==> run_1/cell_classes.png <==
Fill, decap, tap and diode cells in grey.
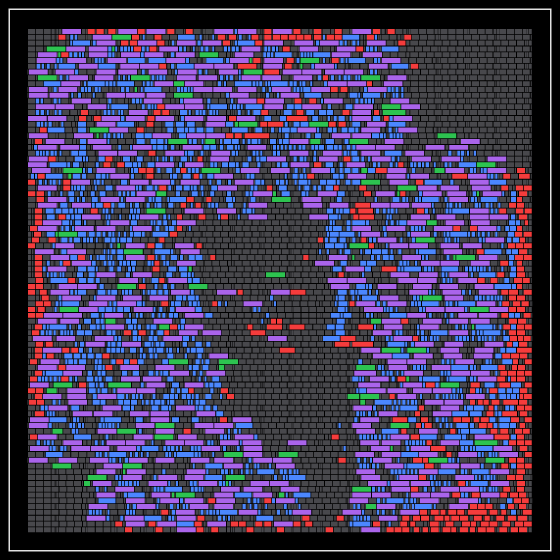
==> run_1/clock_map.png <==
The bar under the picture is 100 um long.
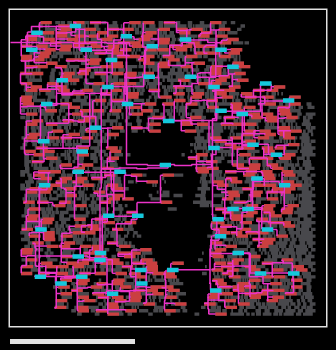
==> run_1/registers.png <==
The bar under the picture is 100 um long. Other sequential cells in the stronger grey, the rest of the logic in the fainter grey.
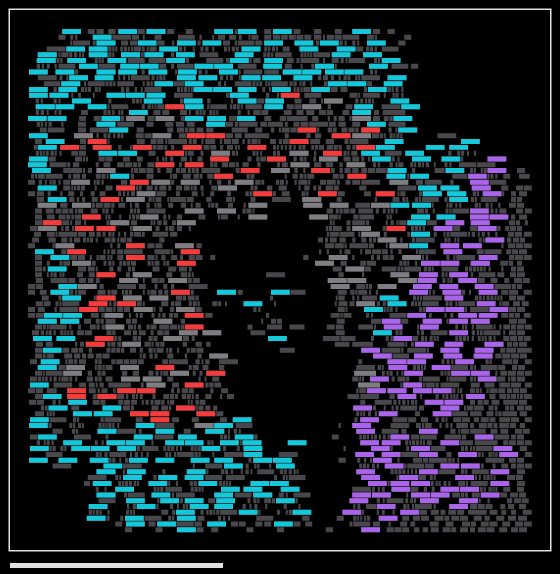
==> run_1/final_clocks.png <==
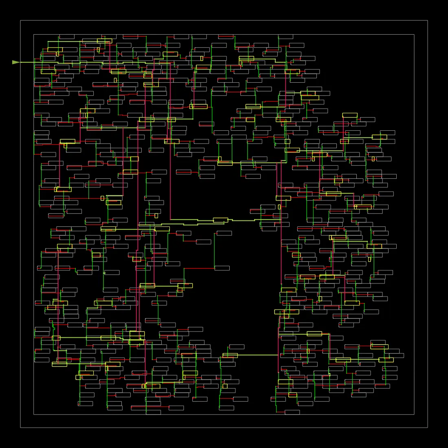
==> config.mk <==
export PLATFORM = sky130hd
export DESIGN_NAME = fetch_buffer_unit
export DESIGN_NICKNAME = d
export VERILOG_FILES = /design/src/rtl/fetch_buffer_unit.sv
export SDC_FILE = /design/constraint.sdc
export NUM_CORES = 1
export LEC_CHECK = 0
export CORE_MARGIN = 8
export CORE_UTILIZATION = 45
export DETAILED_ROUTE_END_ITERATION = 12
export PLACE_DENSITY = 0.71
export SLEW_MARGIN = 20
export SYNTH_ARGS = -nofsm -noshare
export SYNTH_HDL_FRONTEND = slang
export SYNTH_SLANG_ARGS = --single-unit
export TNS_END_PERCENT = 50
==> constraint.sdc <==
create_clock -name clk_i -period 3.7 [get_ports clk_i]
set_input_delay 1.11 -clock clk_i [delete_from_list [all_inputs] [get_ports clk_i]]
set_output_delay 1.11 -clock clk_i [all_outputs]
set_load 0.02 [all_outputs]
==> src/rtl/fetch_buffer_unit.sv <==
// fetch_buffer_unit: fetch PC owner, in-order imem requester and DEPTH-entry decoded instruction buffer
module fetch_buffer_unit #(
    parameter int XLEN = 64,
    parameter int DEPTH = 4,
    parameter logic [XLEN-1:0] RESET_PC = '0
) (
    input  logic            clk_i,
    input  logic            rst_n_i,
    input  logic            redirect_valid_i,
    input  logic [XLEN-1:0] redirect_pc_i,
    output logic            imem_req_valid_o,
    output logic [XLEN-1:0] imem_req_addr_o,
    input  logic            imem_req_ready_i,
    input  logic            imem_rsp_valid_i,
    input  logic [31:0]     imem_rsp_instr_i,
    input  logic            imem_rsp_error_i,
    output logic            out_valid_o,
    input  logic            out_ready_i,
    output logic [XLEN-1:0] out_pc_o,
    output logic [31:0]     out_instr_o,
    output logic [6:0]      out_opcode_o,
    output logic [4:0]      out_rd_o,
    output logic [4:0]      out_rs1_o,
    output logic [4:0]      out_rs2_o,
    output logic [9:0]      out_funct_o,
    output logic [2:0]      out_type_o,
    output logic [XLEN-1:0] out_imm_o,
    output logic            out_error_o
);
    localparam int AW = $clog2(DEPTH);
    localparam int CW = AW + 1;
    localparam logic [2:0] TYPEI = 3'd0, TYPER = 3'd1, TYPES = 3'd2, TYPEB = 3'd3, TYPEU = 3'd4, TYPEJ = 3'd5;

    logic [XLEN-1:0] fetch_pc, rsp_pc;
    logic [CW-1:0]   outstanding, drop_cnt, count;
    logic [AW-1:0]   wr_ptr, rd_ptr;
    logic            halted, mis_pend;
    logic [XLEN-1:0] q_pc [DEPTH];
    logic [31:0]     q_instr [DEPTH];
    logic [DEPTH-1:0] q_err;
    logic            acc, enq_rsp, enq_mis, enq, pop;
    logic [31:0]     imm32;

    assign imem_req_valid_o = rst_n_i && !halted && !mis_pend && !redirect_valid_i &&
                              (({1'b0, count} + {1'b0, outstanding}) < (CW+1)'(DEPTH));
    assign imem_req_addr_o = fetch_pc;
    assign acc = imem_req_valid_o && imem_req_ready_i;
    assign enq_rsp = imem_rsp_valid_i && drop_cnt == '0 && !redirect_valid_i;
    // a misaligned target reports its error only once every older response has drained
    assign enq_mis = mis_pend && outstanding == '0 && drop_cnt == '0 && !redirect_valid_i;
    assign enq = enq_rsp || enq_mis;
    assign out_valid_o = count != '0 && !redirect_valid_i;
    assign pop = out_valid_o && out_ready_i;

    always_ff @(posedge clk_i or negedge rst_n_i) begin
        if (!rst_n_i) begin
            fetch_pc <= RESET_PC;
            rsp_pc <= RESET_PC;
            outstanding <= '0;
            drop_cnt <= '0;
            count <= '0;
            wr_ptr <= '0;
            rd_ptr <= '0;
            halted <= 1'b0;
            mis_pend <= 1'b0;
            q_err <= '0;
            for (int i = 0; i < DEPTH; i++) begin
                q_pc[i] <= '0;
                q_instr[i] <= '0;
            end
        end else begin
            outstanding <= outstanding + CW'(acc) - CW'(imem_rsp_valid_i);
            if (redirect_valid_i) begin
                fetch_pc <= redirect_pc_i;
                rsp_pc <= redirect_pc_i;
                drop_cnt <= outstanding - CW'(imem_rsp_valid_i);
                count <= '0;
                wr_ptr <= '0;
                rd_ptr <= '0;
                halted <= 1'b0;
                mis_pend <= redirect_pc_i[1:0] != 2'b00;
            end else begin
                if (acc) fetch_pc <= fetch_pc + XLEN'(4);
                if (imem_rsp_valid_i && drop_cnt != '0) drop_cnt <= drop_cnt - CW'(1);
                if (enq) begin
                    q_pc[wr_ptr] <= enq_mis ? fetch_pc : rsp_pc;
                    q_instr[wr_ptr] <= enq_mis ? 32'h0 : imem_rsp_instr_i;
                    q_err[wr_ptr] <= enq_mis || imem_rsp_error_i;
                    wr_ptr <= wr_ptr + AW'(1);
                end
                if (enq_rsp) rsp_pc <= rsp_pc + XLEN'(4);
                if (enq_mis || (enq_rsp && imem_rsp_error_i)) halted <= 1'b1;
                if (enq_mis) mis_pend <= 1'b0;
                if (pop) rd_ptr <= rd_ptr + AW'(1);
                count <= count + CW'(enq) - CW'(pop);
            end
        end
    end

    assign out_pc_o = q_pc[rd_ptr];
    assign out_instr_o = q_instr[rd_ptr];
    assign out_error_o = q_err[rd_ptr];
    assign out_opcode_o = out_instr_o[6:0];
    assign out_rd_o = out_instr_o[11:7];
    assign out_rs1_o = out_instr_o[19:15];
    assign out_rs2_o = out_instr_o[24:20];

    always_comb begin
        out_type_o = out_opcode_o == 7'b1100011 ? TYPEB :
                     out_opcode_o == 7'b0100011 ? TYPES :
                     out_opcode_o == 7'b1101111 ? TYPEJ :
                     out_opcode_o == 7'b0110011 ? TYPER :
                     (out_opcode_o == 7'b0110111 || out_opcode_o == 7'b0010111) ? TYPEU : TYPEI;
        imm32 = out_type_o == TYPES ? {{20{out_instr_o[31]}}, out_instr_o[31:25], out_instr_o[11:7]} :
                out_type_o == TYPEB ? {{19{out_instr_o[31]}}, out_instr_o[31], out_instr_o[7],
                                       out_instr_o[30:25], out_instr_o[11:8], 1'b0} :
                out_type_o == TYPEU ? {out_instr_o[31:12], 12'b0} :
                out_type_o == TYPEJ ? {{11{out_instr_o[31]}}, out_instr_o[31], out_instr_o[19:12],
                                       out_instr_o[20], out_instr_o[30:21], 1'b0} :
                out_type_o == TYPER ? 32'h0 : {{20{out_instr_o[31]}}, out_instr_o[31:20]};
        out_imm_o = {{(XLEN-32){imm32[31]}}, imm32};
        out_funct_o = out_type_o == TYPER ? {out_instr_o[31:25], out_instr_o[14:12]} : {7'd0, out_instr_o[14:12]};
    end
endmodule

==> deck_impl_summary.md, run 1 <==
Implementation Results

Clock network
  • Latency at later pin: between 0.6 and 0.7 ns
  • Clock H-tree levels: 2
  • CTS tree: done
  • Max Root-Sink Buffers: 3
  • Root Buffer: clkbuf_16
  • Clock-pin slew on the worst setup and hold paths: roughly 0.06 ns
  • Cts hold-fix bufs: 0

GRT
  • Overflow after GRT: 0
  • Total track usage: 23.3%
  • First-pass GRT wire length: 119,000 um
  • Initial antenna violation count: 8
  • Vias in the first global route: between 20,000 and 25,000
  • Pin count of the biggest net entering global routing: 176

Layout
  • Final instance area: between 0.03 and 0.04 mm2
  • Non-Filler Instances: around 3,600
  • NumNets Final: 2,885
  • Commonest Layout Cell: dfrtp_1
  • FF+latch area: ~0.013 mm2
  • Most instantiated logic cells after routing: dfrtp_1, nand2_1, o21ai_0, clkdlybuf4s50_1, mux4_2
  • # fillers: ~4,700
  • Combinational Area: between 0.01 and 0.015 mm2
  • P&R area growth vs syn: 26.5%
  • Fraction of layout instances using a drive strength above 1: between 10% and 20%

Critical path
  • CP endpoint kind: output pin
  • Crit path launch type: flop
  • WS Path Type: flop to output pin
  • Crit path max fanout: 8
  • Crit path DAT: 2.92 ns
  • Reg2reg start: outstanding[2]
  • Worst reg2reg setup slack: a little under 0.7 ns
  • Critical Path RT: approximately 2.6 ns
  • R2r endpoint: imem_req_addr_o[58]
  • Worst r2r path cells: 10

Synth
  • Seq share, synth: between 50% and 60%
  • Mapped Nets: about 2,600
  • FFs w/ async S/R, synth: 100%
  • Largest logic family: simple AND/OR/NAND/NOR gates
  • Mux frac, synth: 12.6%
  • Post-synthesis xor/xnor area fraction: 3.10%
  • Syn Area/Cell: approximately 10 um2
  • Netlist cell types: about 64
  • Post-synth EDFFs: 0
  • # Cells Yosys: roughly 2,500
  • Seq cells post-synth: around 530
  • Top FF cell, synth: dfrtp_1
  • Yosys warns: 0
  • Simple share: 14.2%
  • Syn Inst Count: between 2,000 and 2,500
  • Adder Area Share: less than 1%
  • Yosys aoi share: around 12%
  • Mapped Area: between 0.02 and 0.03 mm2
  • Synthesis area per yosys: roughly 0.025 mm2

Detailed routing
  • Drt wl/cell: between 20 and 25 um
  • DRT iter0 DRCs: 1,613
  • Post-DRT Antenna Nets: 0
  • Routed wire length: between 70,000 and 80,000 um
  • Via Count: between 20,000 and 25,000
  • Pre-antenna DRT Iters: 5
  • Vias per cell: approximately 5.6
  • Drc violations: 0

STA
  • Fin crit period: 4.03 ns
  • Count of final setup violators: about 170
  • Slew headroom: roughly a third
  • Cycle use final: 109%
  • Final hold viol count: 0
  • Setup WS post-layout: -0.328 ns
  • Unrepaired setup endpoints after global routing: true
  • Max Freq: around 250 MHz
  • Actual slew at the worst max-slew pin: 1.03 ns
  • Pins Over Slew Limit: 0

Job
  • Max-cap violations: 0
  • Tool warnings: 44

Min path
  • Worst min-delay path class: flop to flop
  • Worst Hold Path EP: q_pc[1]
  • Hold Path Depth: 2
  • Worst hold start: q_pc[1]

Floorplan
  • Die X: approximately 250 um
  • Io pins: between 300 and 400
  • Die Y: ~250 um
  • Core Box Area: 0.0561 mm2
  • Rows: between 80 and 90
  • Pre-Place Util: between 40% and 50%
  • Die area: 0.0643 mm2

Placement
  • Post-detail-place hpwl: 52,300 um
  • Placed Area: roughly 0.030 mm2
  • Placed cell count: around 3,400
  • IO buf count: between 300 and 400
  • Gp weighted congestion: about 0.87

Power
  • PwrDens: roughly 710 mW/mm2
  • Peak supply drop: roughly 0.75 mV
  • LEAKAGE: ~14 nW

Status
  • Outcome: finished with violations
  • Failing checks: negative setup slack
About cell_classes.png:
class	colour	cells
clock drivers and dummy loads	green	100
flops	purple	531
other buffers and delay cells	red	458
all other logic	blue	1,717

About clock_map.png:
[flip-flops] red | count: 531
[clock wires] magenta | length: 6,560 um
[cells driving clock nets] cyan | count: 56
flops lie	spread over the die

About registers.png:
name in the netlist	colour	placed flops
`rsp_pc`	red	64
`q_instr`	purple	128
`q_pc`	cyan	256

About final_clocks.png:
clk sinks: 531
Worst Skew: 0.0371 ns
CTS buffer count: 56
Clock Power: 0.00554 W

-- run 1: worst max-delay path, stage by stage, from the launching register on --
cell     delay (ns)
dfrtp_4        0.47
mux4_2         0.52
or3b_4         0.44
buf_6          0.13
nor3_4         0.18
nor2b_4        0.09
nor2b_4        0.17
a21o_1         0.20
buf_6          0.13
-- run 1: cell usage after synthesis (22+ instances only) --
cell type	n	area share (%)
nand3_1	60	1.2
nor2_1	56	0.83
nor3_1	33	0.65
xnor2_1	60	2.1
xor2_1	30	1.0
buf_4	58	1.7
mux2_2	28	1.2
a21oi_1	30	0.59
mux2i_1	69	2.7
dfrtp_1	531	52
nand4_1	40	0.99
a21o_1	22	0.65
nand2_1	522	7.7
clkbuf_1	123	1.8
mux4_2	97	8.6
o21ai_0	456	9.0
buf_2	23	0.45
inv_1	38	0.56
-- run 1: worst max-delay path by stage --
stage	from	end	slack [ns]	depth (start not counted)
floorplan	rd_ptr[0]	out_imm_o[11]	0.04	7
global placement	rd_ptr[0]	out_imm_o[11]	-0.20	9
detailed placement	rd_ptr[0]	out_imm_o[11]	-0.23	9
CTS	rd_ptr[0]	out_imm_o[19]	-0.36	8
global route	rd_ptr[0]	out_imm_o[16]	-0.44	8
finish	rd_ptr[0]	out_imm_o[16]	-0.33	8
-- run 1: per-stage QoR --
stage	util, %	total power, W	hold slack [ns]	setup WS [ns]	TNS (ns)
floorplan	-	0.0131	0.445	0.0399	0
global placement	53.2	0.0167	0.456	-0.200	-3.03
detailed placement	53.2	0.0169	0.465	-0.233	-4.97
CTS	56.3	0.0223	0.479	-0.364	-41.27
global route	57.3	0.0239	0.496	-0.445	-49.84
finish	57.3	0.0227	0.477	-0.328	-31.37
-- run 1: area by class of cell --
| type | count | area share [%] |
|---|---|---|
| clock inverters | 15 | 0.549 |
| multi-input cells | 1678 | 34.5 |
| well taps | 756 | 2.95 |
| repair buffers | 458 | 15.0 |
| flip-flops and latches | 531 | 41.4 |
| diodes | 6 | 0.0468 |
| inverters | 39 | 0.460 |
| clock buffers | 85 | 5.08 |
-- run 1: cell families after synthesis --
kind of cell,count (synthesis)
adder cells (fa/ha/maj),18
buffers and inverters,255
XOR/XNOR,90
AND/OR/NAND/NOR,808
flip-flops,531
multiplexers,194
AND-OR/OR-AND,567
-- run 1: sequential cells by signal, indices dropped and copies added (netlist names) --
signal,cells
drop_cnt,3
q_instr,128
halted,1
rd_ptr,2
q_err,4
rsp_pc,64
count,3
wr_ptr,2
outstanding,3
imem_req_addr_o,64
mis_pend,1
q_pc,256
-- run 1: layer usage --
layer	global-route usage (%)	wire, um	up-vias
met4	7.64	2310	6
li1	-	-	9178
met5	0	44	-
met3	5.75	5880	133
met1	30.0	31200	10100
met2	38.5	36700	694
-- run 1: power breakdown --
part	switching [W]	internal (W)	leakage [nW]
logic	0.00494	0.00450	6.43
clock network	0.00231	0.00323	0.878
registers	0.000787	0.00698	6.98
total	0.00804	0.0147	14.3
-- run 1: timing repair --
item                                    4_1_cts  5_1_grt
pin swaps                                     3        5
gates resized                               364      137
buffers inserted                              6        4
cloned                                        6        2
endpoints found under the setup margin      181      183
==> run_1/metal_stack.png <==
The bar under the picture is 100 um long. Two of the layers only.
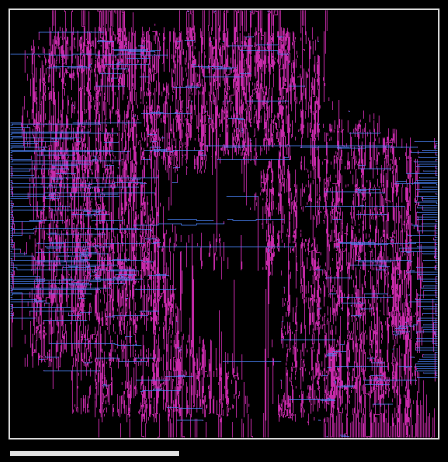

--- run 2 (diff from run 1) ---
- CORE_UTILIZATION: 45 -> 48
- PLACE_DENSITY: 0.71 -> 0.75
==> run_2/metal_stack.png <==
The bar under the picture is 50 um long. Two of the layers only.
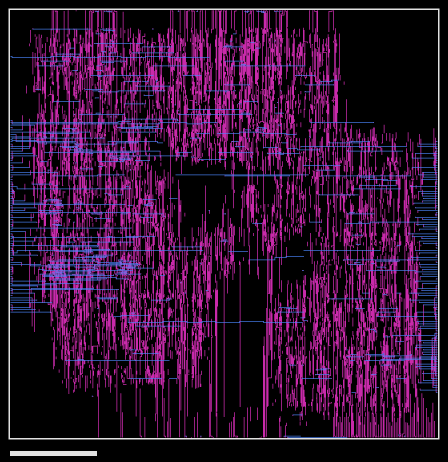
layer	colour	wire length
met2	magenta	36.8 mm
met3	blue	6,040 um

==> run_2/clock_map.png <==
The bar under the picture is 50 um long.
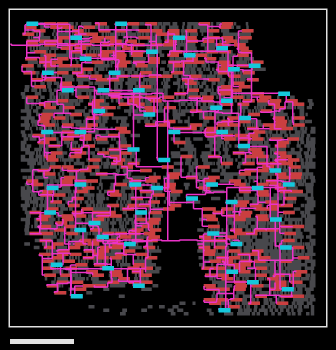
[cells driving clock nets] cyan | count: 56
[flip-flops] red | count: 531
[clock wires] magenta | length: 6,560 um
routed clock nets	57
flops lie	spread over the die

==> deck_impl_summary.md, run 2 <==
Implementation Results

GRT
  • Vias in the first global route: 20,600 (+1.1%)
  • Pin count of the biggest net entering global routing: 168 (-4.5%)
  • First-pass GRT wire length: 118,000 um (-0.54%)
  • Initial antenna violation count: 2 (-6)
  • Overflow after GRT: 0 (unchanged)
  • Total track usage: 24.6% (+1.3 points)

Floorplan
  • Io pins: 365 (unchanged)
  • Die X: 246 um (-3.0%)
  • Pre-Place Util: 48.4% (+3.1 points)
  • Die Y: 246 um (-3.0%)
  • Core Box Area: 0.0524 mm2 (-6.4%)
  • Rows: 84 (-3.4%)
  • Die area: 0.0605 mm2 (-5.9%)

Detailed routing
  • Drc violations: 0 (unchanged)
  • DRT iter0 DRCs: 1,486 (-7.9%)
  • Via Count: 20,300 (+0.93%)
  • Vias per cell: 5.80 (+3.0%)
  • Pre-antenna DRT Iters: 7 (+2)
  • Drt wl/cell: 21.9 um (+2.6%)
  • Routed wire length: 76,500 um (+0.57%)

STA
  • Unrepaired setup endpoints after global routing: true
  • Count of final setup violators: 74 (-55%)
  • Max Freq: 252 MHz (+1.5%)
  • Setup WS post-layout: -0.269 ns (+0.0587 ns)
  • Pins Over Slew Limit: 0 (unchanged)
  • Final hold viol count: 0 (unchanged)
  • Actual slew at the worst max-slew pin: 1.03 ns (+0.000959 ns)
  • Worst Skew: 0.0230 ns (-0.0141 ns)
  • Fin crit period: 3.97 ns (-0.0587 ns)

Layout
  • Final instance area: 0.0321 mm2 (-0.13%)
  • # fillers: 4,110 (-13%)
  • NumNets Final: 2,881 (-0.14%)
  • Commonest Layout Cell: dfrtp_1
  • Largest register FFs: 256 (unchanged)
  • Non-Filler Instances: 3,496 (-2.0%)
  • Top flop regs: q_pc x256, q_instr x128
  • Most instantiated logic cells after routing: dfrtp_1, nand2_1, o21ai_0, clkdlybuf4s50_1, mux4_2

Placement
  • IO buf count: 364 (unchanged)
  • Gp weighted congestion: 0.883 (+1.4%)
  • Placed Area: 0.0298 mm2 (-0.18%)

Critical path
  • Crit path max fanout: 7 (-1)
  • Crit path DAT: 2.86 ns (-0.06 ns)
  • Worst path bufs/invs: 4 (+2)
  • Worst path max stage delay: 0.57 ns (+0.05 ns)
  • WS Path Type: flop to output pin
  • Critical Path RT: 2.59 ns (about the same)
  • Kind of cell adding the most delay to the critical path: buffers and inverters
  • Crit path launch type: flop
  • Worst-path cell chain: buf_6 -> mux4_2 -> buf_6 -> nor4_4 -> buf_4 -> nor3_1 -> a32o_2 -> buf_6

Clock network
  • Clock H-tree levels: 2 (unchanged)
  • Clk sinks: 531 (unchanged)
  • CTS buffer count: 56 (unchanged)
  • Cts hold-fix bufs: 0 (unchanged)
  • Latency at later pin: 0.62 ns (about the same)
  • Max Root-Sink Buffers: 3 (unchanged)
  • Clock-pin slew on the worst setup and hold paths: 0.06 ns (about the same)
  • CTS tree: done

Synth
  • Top cells by count, synth: dfrtp_1, nand2_1, o21ai_0
  • Seq share, synth: 52.3% (unchanged)
  • Syn Area/Cell: 10.3 um2 (unchanged)
  • Count leader, synth: dfrtp_1
  • Synthesis area per yosys: 0.0254 mm2 (unchanged)
  • Seq cells post-synth: 531 (unchanged)
  • Yosys warns: 0 (unchanged)
  • Synth area leader: dfrtp_1
  • Top cells by area, synth: dfrtp_1, o21ai_0, mux4_2, nand2_1, mux2i_1
  • Syn Inst Count: 2,463 (unchanged)

Status
  • Outcome: finished with violations
  • Failing checks: negative setup slack

Power
  • Peak supply drop: 0.566 mV (-25%)
  • Pwr Total: 0.0228 W (+0.29%)
  • LEAKAGE: 15.1 nW (+5.5%)
run 2: cell counts after synthesis:
Identical to the previous run, type by type.
run 2: worst paths after layout:
kind | to | depth (start not counted) | slack (ns)
max | out_imm_o[0] | 8 | -0.27
min | q_err[3] | 2 | 0.48
max reg2reg | outstanding[2] | 10 | 0.71
min reg2reg | q_err[3] | 2 | 0.48
max in group asynchronous | q_pc[162] | 3 | 1.62
min in group asynchronous | q_pc[66] | 2 | 0.60
run 2: repair_timing:
action / CTS / global route
pin swaps: 7 / 4
cloned: 5 / 1
setup buffers: 6 / 4
gates resized: 479 / 190
endpoints found under the setup margin: 173 / 184
run 2: through the flow:
step / utilization (%) / worst slack (ns) / hold WS (ns)
after floorplan: - / 0.0399 / 0.445
after global placement: 56.7 / -0.130 / 0.455
after detailed placement: 56.7 / -0.181 / 0.465
after CTS: 60.5 / -0.336 / 0.478
after global routing: 61.1 / -0.386 / 0.493
final: 61.1 / -0.269 / 0.475
run 2: area by class of cell:
type	count	area, um2	area share, %
Clock buffer	81	1620	5.04
Sequential cell	531	13300	41.5
Timing Repair Buffer	454	4700	14.7
Clock inverter	25	344	1.07
Tap cell	688	861	2.68
Inverter	39	148	0.460
Multi-Input combinational cell	1678	11100	34.6
run 2: report_power, final:
part           leakage, nW  switching, W  internal, W
Combinational         7.12       0.00501      0.00407
Sequential            6.98      0.000792      0.00697
Clock                0.961       0.00237      0.00359
Total                 15.1       0.00817       0.0146
run 2: cell families after synthesis:
group | Yosys count | synth area share, %
multiplexers | 194 | 12.6
XOR/XNOR | 90 | 3.10
AND/OR/NAND/NOR | 808 | 14.2
AND-OR/OR-AND | 567 | 12.0
buffers and inverters | 255 | 4.77
flip-flops | 531 | 52.3
adder cells (fa/ha/maj) | 18 | 0.946
run 2: routing by layer:
metal  GRT usage (%)  up-vias  wire length, um
li1                -     9165                -
met1            31.7    10100            30900
met2            40.3      786            36800
met3            6.48      173             6040
met4            7.82        6             2660
met5           0.816        -               92
run 2: worst min-delay path: stages, from the launching register on:
cell     delay (ns)
dfrtp_1        0.34
nand2_1        0.05
o21ai_0        0.06
Power and IR drop assume default switching activity.
